## config.mk

```make
export PLATFORM = sky130hd
export DESIGN_NAME = key_debounce_multi
export DESIGN_NICKNAME = d
export VERILOG_FILES = /design/src/rtl/key_debounce_multi.sv
export SDC_FILE = /design/constraint.sdc
export NUM_CORES = 1
export LEC_CHECK = 0
export CORE_MARGIN = 10
export CORE_UTILIZATION = 45
export CTS_CLUSTER_SIZE = 30
export DETAILED_ROUTE_END_ITERATION = 10
export PLACE_DENSITY = 0.65
export SKIP_CTS_REPAIR_TIMING = 1
export SYNTH_ARGS = -nofsm -noshare
export SYNTH_HDL_FRONTEND = slang
export SYNTH_SLANG_ARGS = --single-unit
```

## constraint.sdc

```tcl
create_clock -name sys_clk -period 3.71 [get_ports sys_clk]
set_input_delay 0.742 -clock sys_clk [delete_from_list [all_inputs] [get_ports sys_clk]]
set_output_delay 0.742 -clock sys_clk [all_outputs]
set_load 0.02 [all_outputs]
```

## src/rtl/key_debounce_multi.sv

```systemverilog
// rtl/key_debounce_multi.sv - per-key debouncer with press/release/auto-repeat pulses
module key_debounce_multi #(
  parameter int N_KEYS          = 4,
  parameter int DEBOUNCE_CYCLES = 1_000_000,
  parameter int REPEAT_EN       = 1,
  parameter int REPEAT_DELAY    = 25_000_000,
  parameter int REPEAT_PERIOD   = 5_000_000,
  parameter int ACTIVE_LOW      = 1,
  parameter int CNT_W           = 25,
  localparam int KC_W           = (N_KEYS > 1) ? $clog2(N_KEYS) : 1
) (
  input  logic              sys_clk,
  input  logic              sys_rst_n,
  input  logic [N_KEYS-1:0] key_in,
  output logic [N_KEYS-1:0] key_level,
  output logic [N_KEYS-1:0] key_value,
  output logic [N_KEYS-1:0] key_press,
  output logic [N_KEYS-1:0] key_release,
  output logic [N_KEYS-1:0] key_repeat,
  output logic              key_flag,
  output logic [KC_W-1:0]   key_code
);

  localparam logic [1:0] S_IDLE         = 2'd0;
  localparam logic [1:0] S_PRESS_WAIT   = 2'd1;
  localparam logic [1:0] S_PRESSED      = 2'd2;
  localparam logic [1:0] S_RELEASE_WAIT = 2'd3;

  // Raw pin level of a released key, per channel
  localparam logic [N_KEYS-1:0] REL_LVL = (ACTIVE_LOW != 0) ? '1 : '0;

  localparam logic [CNT_W-1:0] DB_MAX = CNT_W'(DEBOUNCE_CYCLES - 1);
  localparam logic [CNT_W-1:0] RD_MAX = CNT_W'(REPEAT_DELAY - 1);
  localparam logic [CNT_W-1:0] RP_MAX = CNT_W'(REPEAT_PERIOD - 1);

  logic [N_KEYS-1:0] r_sync1;
  logic [N_KEYS-1:0] r_sync2;
  logic [1:0]        r_state     [N_KEYS];
  logic [CNT_W-1:0]  r_cnt       [N_KEYS];
  logic [CNT_W-1:0]  r_rpt       [N_KEYS];
  logic [N_KEYS-1:0] r_rpt_first;
  logic [N_KEYS-1:0] r_level;
  logic [N_KEYS-1:0] r_value;
  logic [N_KEYS-1:0] r_press;
  logic [N_KEYS-1:0] r_release;
  logic [N_KEYS-1:0] r_repeat;
  logic [N_KEYS-1:0] w_s;

  // Normalised synchronised input: 1 = pressed
  assign w_s = r_sync2 ^ REL_LVL;

  // Synchronisers plus one independent debounce FSM, counter and repeat timer per key
  always_ff @(posedge sys_clk or negedge sys_rst_n) begin
    if (!sys_rst_n) begin
      r_sync1     <= REL_LVL;
      r_sync2     <= REL_LVL;
      r_rpt_first <= '1;
      r_level     <= '0;
      r_value     <= REL_LVL;
      r_press     <= '0;
      r_release   <= '0;
      r_repeat    <= '0;
      for (int k = 0; k < N_KEYS; k++) begin
        r_state[k] <= S_IDLE;
        r_cnt[k]   <= '0;
        r_rpt[k]   <= '0;
      end
    end else begin
      r_sync1   <= key_in;
      r_sync2   <= r_sync1;
      r_press   <= '0;
      r_release <= '0;
      r_repeat  <= '0;
      for (int k = 0; k < N_KEYS; k++) begin
        case (r_state[k])
          S_IDLE: begin
            if (w_s[k]) begin
              r_state[k] <= S_PRESS_WAIT;
              r_cnt[k]   <= '0;
            end
          end
          S_PRESS_WAIT: begin
            if (!w_s[k]) begin
              r_state[k] <= S_IDLE;
              r_cnt[k]   <= '0;
            end else if (r_cnt[k] == DB_MAX) begin
              r_state[k]     <= S_PRESSED;
              r_press[k]     <= 1'b1;
              r_level[k]     <= 1'b1;
              r_value[k]     <= ~REL_LVL[k];
              r_rpt[k]       <= '0;
              r_rpt_first[k] <= 1'b1;
            end else begin
              r_cnt[k] <= r_cnt[k] + 1'b1;
            end
          end
          S_PRESSED: begin
            if (!w_s[k]) begin
              r_state[k] <= S_RELEASE_WAIT;
              r_cnt[k]   <= '0;
            end else if (REPEAT_EN != 0) begin
              // First pulse after the delay, then on the shorter period
              if (r_rpt[k] == (r_rpt_first[k] ? RD_MAX : RP_MAX)) begin
                r_repeat[k]    <= 1'b1;
                r_rpt[k]       <= '0;
                r_rpt_first[k] <= 1'b0;
              end else begin
                r_rpt[k] <= r_rpt[k] + 1'b1;
              end
            end
          end
          S_RELEASE_WAIT: begin
            // A return to pressed is a bounce: no pulse, repeat timer keeps its value
            if (w_s[k]) begin
              r_state[k] <= S_PRESSED;
              r_cnt[k]   <= '0;
            end else if (r_cnt[k] == DB_MAX) begin
              r_state[k]   <= S_IDLE;
              r_release[k] <= 1'b1;
              r_level[k]   <= 1'b0;
              r_value[k]   <= REL_LVL[k];
            end else begin
              r_cnt[k] <= r_cnt[k] + 1'b1;
            end
          end
          default: begin
            r_state[k] <= S_IDLE;
            r_cnt[k]   <= '0;
          end
        endcase
      end
    end
  end

  // Lowest-numbered key pressing this cycle
  always_comb begin
    key_code = '0;
    for (int k = N_KEYS - 1; k >= 0; k--) begin
      if (r_press[k]) key_code = KC_W'(k);
    end
  end

  assign key_flag    = |r_press;
  assign key_level   = r_level;
  assign key_value   = r_value;
  assign key_press   = r_press;
  assign key_release = r_release;
  assign key_repeat  = r_repeat;

endmodule
```

Fig. 1: run 1, logic cells by family
Scale: 2 px per um.
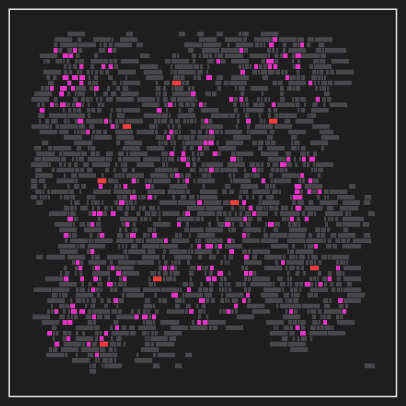
[fa/ha/maj cells] red | cells: 8 | most used: ha_1
[and/or cells] magenta | cells: 179 | most used: or3_1 | where: widely spread

Fig. 2: run 1, placement view
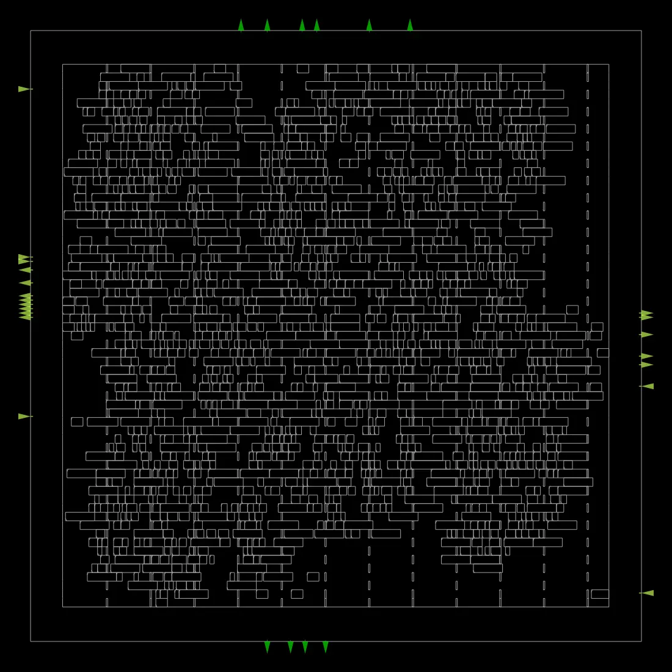
non-filler instance count after layout: 1898
Seq/total area: 39.9%
Fill cells: 2774
seq_cells: 240

Fig. 3: run 1, nets reached from selected ports
Scale: 1.5 px per um.
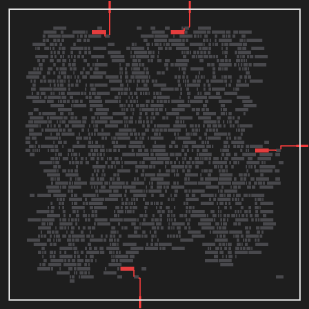
[key_repeat] red | bits: 4 | direction: output | edge: 2 north, 1 east, 1 south | end cells: 4 | buffers: 4 | wire: 70.9 um

Fig. 4: run 1, cells by drive strength
Scale: 2 px per um.
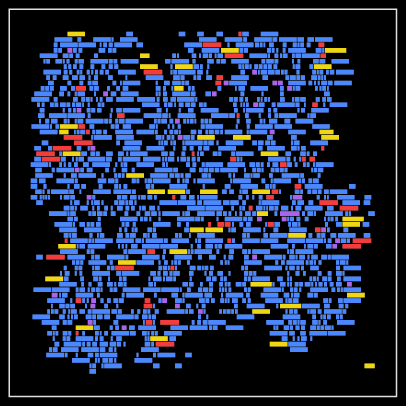
[x1 and smaller] blue | cells: 1384 | share: 92%
[x2] red | cells: 52 | share: 3.4%
[x6 and larger] yellow | cells: 39 | share: 2.6%
[x3 and x4] purple | cells: 33 | share: 2.2%
Layout area overhead: 12.3%
final worst slack: 0.630 ns
Post-Layout Inst Area: 15100 um2
nonclk buf count: 57

## run 1: layer usage
metal	global-route usage (%)	vias to the layer above	share of wire, %
met1	24.2	5802	48
li1	-	5675	-
met5	0	-	0.062
met2	28.5	234	46
met3	2.37	40	3.9
met4	4.02	2	1.7
## run 1: how the worst max path moves through the flow
stage	from	end	cells after the start
floorplan	r_rpt[66]	r_rpt[53]	8
global placement	r_rpt[7]	r_rpt[10]	5
detailed placement	r_rpt[7]	r_rpt[10]	5
CTS	r_rpt[7]	r_rpt[10]	5
global route	r_rpt[7]	r_rpt[10]	5
finish	r_rpt[7]	r_rpt[10]	5
## run 1: metrics by stage
stage | total power, mW | util, % | hold slack, ns | setup slack (ns) | cells
finish | 5.70 | 51.1 | 0.275 | 0.630 | 1898
global route | 5.90 | 51.1 | 0.343 | 0.451 | 1898
CTS | 5.77 | 51.1 | 0.308 | 0.666 | 1898
detailed placement | 2.90 | 47.9 | 0.348 | 0.677 | 1846
global placement | 2.89 | 47.9 | 0.346 | 0.758 | 1846
floorplan | 2.79 | - | 0.345 | 1.13 | 1474
## run 1: placed cells by master (no fill, tap or decap), drive strengths merged, types with 41 or more instances in the layout
cell,netlist,layout
a21oi,65,65
o31ai,43,43
o21ai,48,48
or4,46,46
nor2,113,113
nor3,52,52
nand2,128,128
nand3,80,80
a31oi,54,54
nor4,42,42
and3,41,41
nand4,64,64
or3,44,44
dfrtp,224,224
## run 1: sequential cells by signal, summed over array words and instances (netlist names), named ones only
| name | flops |
|---|---|
| r_rpt_first | 4 |
| r_sync1 | 4 |
| key_value | 4 |
| r_sync2 | 4 |
| key_press | 4 |
| r_state | 4 |
| r_cnt | 100 |
| r_rpt | 100 |
| key_release | 4 |
| key_repeat | 4 |
| key_level | 4 |
==> flow_summary.yaml, run 1 <==
# physical design summary
clock_tree:
  cts_root_buffer: "clkbuf_16"
  clk_latency_ns: 0.55
  clock-sinks: 240
layout:
  n_antenna_cell: 0
  comb_cells: 1120
  num-nets-final: 1500
  inv_count: 39
  drive_gt1_share_pct: 8.22
  nClkBuffers: 35
  comb_share_pct: 46.1
  clk_share_pct: 6.38
  register_area_um2: 6030
synth:
  synth.area.mux_share_pct: 1.14
  ys_chip_area_um2: 13500
  aoi_share_pct: 17.2
  ys_warn_count: 0
  edf_count: 0
  synth_area_um2: 13500
  ys_sh_adder_pct: 0.744
  ys_seq_share_pct: 44.8
  ys_cells: 1474
  yosys.area.top_type: "dfrtp_1"
  ys_seq_elements: 240
  synthFlopType: "dfrtp_1"
  area_leaders: "dfrtp_1 (42%), nand2_1 (3.6%), nor2_1 (3.2%), dfstp_2 (3.1%), nand3_1 (3.0%)"
  synthXorXnorAreaFrac_pct: 4.36
  fp_nets: 1488
  syn_avg_cell_area_um2: 9.13
sta:
  hold_viol: 0
  grt_setup_unrepaired: "no"
  clock_skew_ns: 0.0181
  fin_crit_ns: 3.08
  final_max_slew_viol_count: 0
  setup_viol: 0
  tns_ns: 0
setup_path:
  critical-path-top-delay-family: "simple AND/OR/NAND/NOR gates"
  cp-end-kind: "flip-flop"
  slowest_delay_ns: 0.81
  timing.rr.end: "r_rpt[10]"
  slowest_stage: "a2111oi_2"
  rrSetupSlack_ns: 0.63
  cp_cell_sequence: "or4_1 > or4b_1 > a2111oi_2 > nor2_1 > a221o_1"
power_and_ir_drop:
  p_clk_mw: 2.85
  p_sw_mw: 1.28
  max-vdd-ir-drop_mv: 0.393
  power.group.top: "clock"
  power_density_nw_per_um2: 377
  comb-power_mw: 0.175
  switching_share_pct: 22.5
  p_leak_nw: 5.89
  internal_power_mw: 4.41
grt:
  grt_pass1_wl_mm: 56.2
  grtUsageTotal_pct: 17.5
  grt_start_max_net_pins: 111
detailed_routing:
  drt_iter0_markers: 941
  drtAntennaViolNets: 0
  firstDrtPassIters: 5
  drc: 0
  wirelength_mm: 32.3
  num_vias: 11800
  via_per_inst: 6.19
floorplanning:
  initial_core_util_pct: 45.5
  die_w_um: 193
  die_y_um: 193
  rows: 63
  taps: 390
placement:
  place.gp.congestion: 0.892
  port_buffers: 28
min_path:
  min_path_type: "primary input to asynchronous set/reset pin"
job:
  drv_cap: 0
status:
  status: "finished, final reports clean"
Fig. 5: run 1, I/O pins on the die edge
Scale: 2 px per um. Pins as bars across the die edge, other pins in grey.
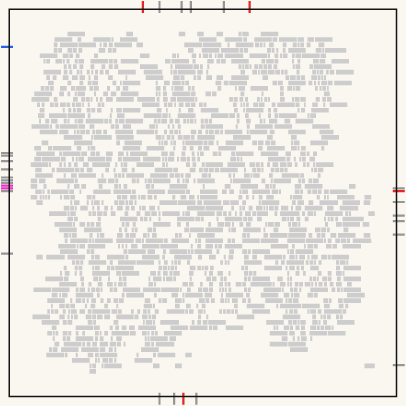

==> run 2, diff against run 1 <==
==> constraint.sdc (replaced) <==
create_clock -name sys_clk -period 3.1 [get_ports sys_clk]
set_input_delay 0.62 -clock sys_clk [delete_from_list [all_inputs] [get_ports sys_clk]]
set_output_delay 0.62 -clock sys_clk [all_outputs]
set_load 0.02 [all_outputs]
Fig. 6: run 2, I/O pins on the die edge
Scale: 2 px per um. Pins as bars across the die edge, other pins in grey.
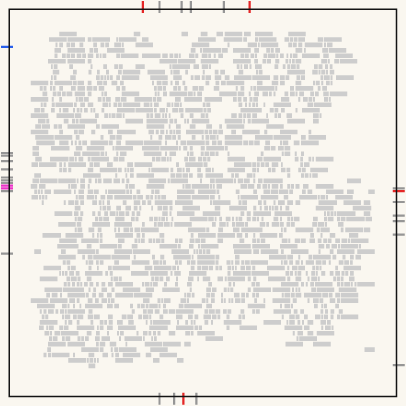
[sys_clk] blue | pins: 1 | direction: input | edge: west
[key_repeat] red | pins: 4 | direction: output | edge: 2 north, 1 east, 1 south
[key_code] magenta | pins: 2 | direction: output | edge: west
all pins by edge: 12 west, 7 east, 6 north, 4 south

Fig. 7: run 2, placement view
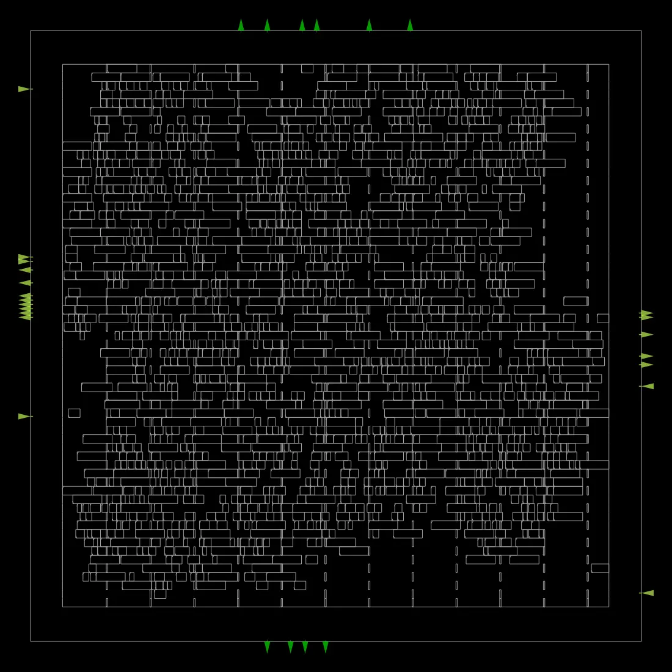
Fill cells: 2737
core area: 29600 um2
non-filler instance count after layout: 1906
fin util: 51.5%

==> flow_summary.yaml, run 2 <==
# physical design summary
status:
  status: "finished, final reports clean"
power_and_ir_drop:
  max-vdd-ir-drop_mv: 0.372
  power_density_nw_per_um2: 461
  power.group.top: "clock"
  comb-power_mw: 0.213
  switching_share_pct: 21.9
setup_path:
  timing.rr.end: "r_rpt[55]"
  cp-end-kind: "flip-flop"
  rrSetupSlack_ns: 0.36
synth:
  ys_seq_share_pct: 44.8
  ys_sh_adder_pct: 0.744
  synthFlopType: "dfrtp_1"
  synth.area.mux_share_pct: 1.14
  ys_seq_elements: 240
  area_leaders: "dfrtp_1 (42%), nand2_1 (3.6%), nor2_1 (3.2%), dfstp_2 (3.1%), nand3_1 (3.0%)"
  ys_cells: 1474
  aoi_share_pct: 17.2
  ys_warn_count: 0
  ys_chip_area_um2: 13500
  fp_nets: 1488
sta:
  grt_setup_unrepaired: "no"
  final_max_slew_viol_count: 0
  setup_viol: 0
  hold_viol: 0
layout:
  final_cell_mix: "dfrtp_1 (224), nand2_1 (128), nor2_1 (113)"
  layout_top_cell: "dfrtp_1"
  syn2layout_area_growth_pct: 13.2
  n_antenna_cell: 0
  postLayoutCellArea_um2: 15200
floorplanning:
  rows: 63
  die_w_um: 193
  initial_core_util_pct: 45.5
placement:
  port_buffers: 28
  dp_worst_setup_slack_ns: 0.388
job:
  drv_cap: 0
detailed_routing:
  wirelength_mm: 32.1
  num_vias: 11700
  firstDrtPassIters: 5
grt:
  grtUsageTotal_pct: 17.5
  grt_pass1_wl_mm: 55.9
  grt_start_max_net_pins: 81
clock_tree:
  cts_root_buffer: "clkbuf_16"
==> run 2: cell counts after synthesis <==
No cell type changed its count.
==> run 2: kinds of logic after synthesis <==
kind of cell    count (synthesis)
fa+ha+maj                       8
simple gates                  694
compound gates                336
xor+xnor                       67
mux                            15
buf+inv                       114
flops                         240
==> run 2: how the worst min path moves through the flow <==
stage,from,end,slack (ns),depth (start not counted)
after CTS,sys_rst_n,r_cnt[70],0.09,1
after floorplan,sys_rst_n,asynchronous set/reset pin,0.32,0
after global routing,sys_rst_n,r_cnt[72],0.09,1
after global placement,r_sync1[3],r_sync2[3],0.35,0
after detailed placement,r_sync1[3],r_sync2[3],0.35,0
final,sys_rst_n,r_cnt[72],0.06,1
==> run 2: through the flow <==
stage          instances  power [mW]
2_1_floorplan       1474        3.34
3_3_place_gp        1854        3.47
3_5_place_dp        1854        3.47
4_1_cts             1906        7.10
5_1_grt             1906        7.27
6_report            1906        7.01
==> run 2: cell type report <==
type,instances,area [um2],share of cell area [%]
clock buffers,39,823,5.41
clock inverters,13,190,1.25
inverters,39,146,0.962
multi-input cells,1120,6960,45.7
flip-flops and latches,240,6030,39.6
well taps,390,488,3.21
repair buffers,65,588,3.86
==> run 2: per-layer routing <==
metal  vias to the layer above  GRT usage [%]  part of all wire, %
li1                       5686              -                    -
met1                      5761           25.0                   48
met2                       241           27.4                   46
met3                        44           2.42                  4.6
met4                         0           4.26                  1.6
met5                         -              0                    0
==> run 2: critical path, cell delays in order, from the launching register on <==
cell and delay (ns):
dfrtp_1 0.47, or4_1 0.55, or4b_4 0.55, a2111o_1 0.64, and3_1 0.27, o21a_1 0.16
Power and IR drop assume default switching activity.
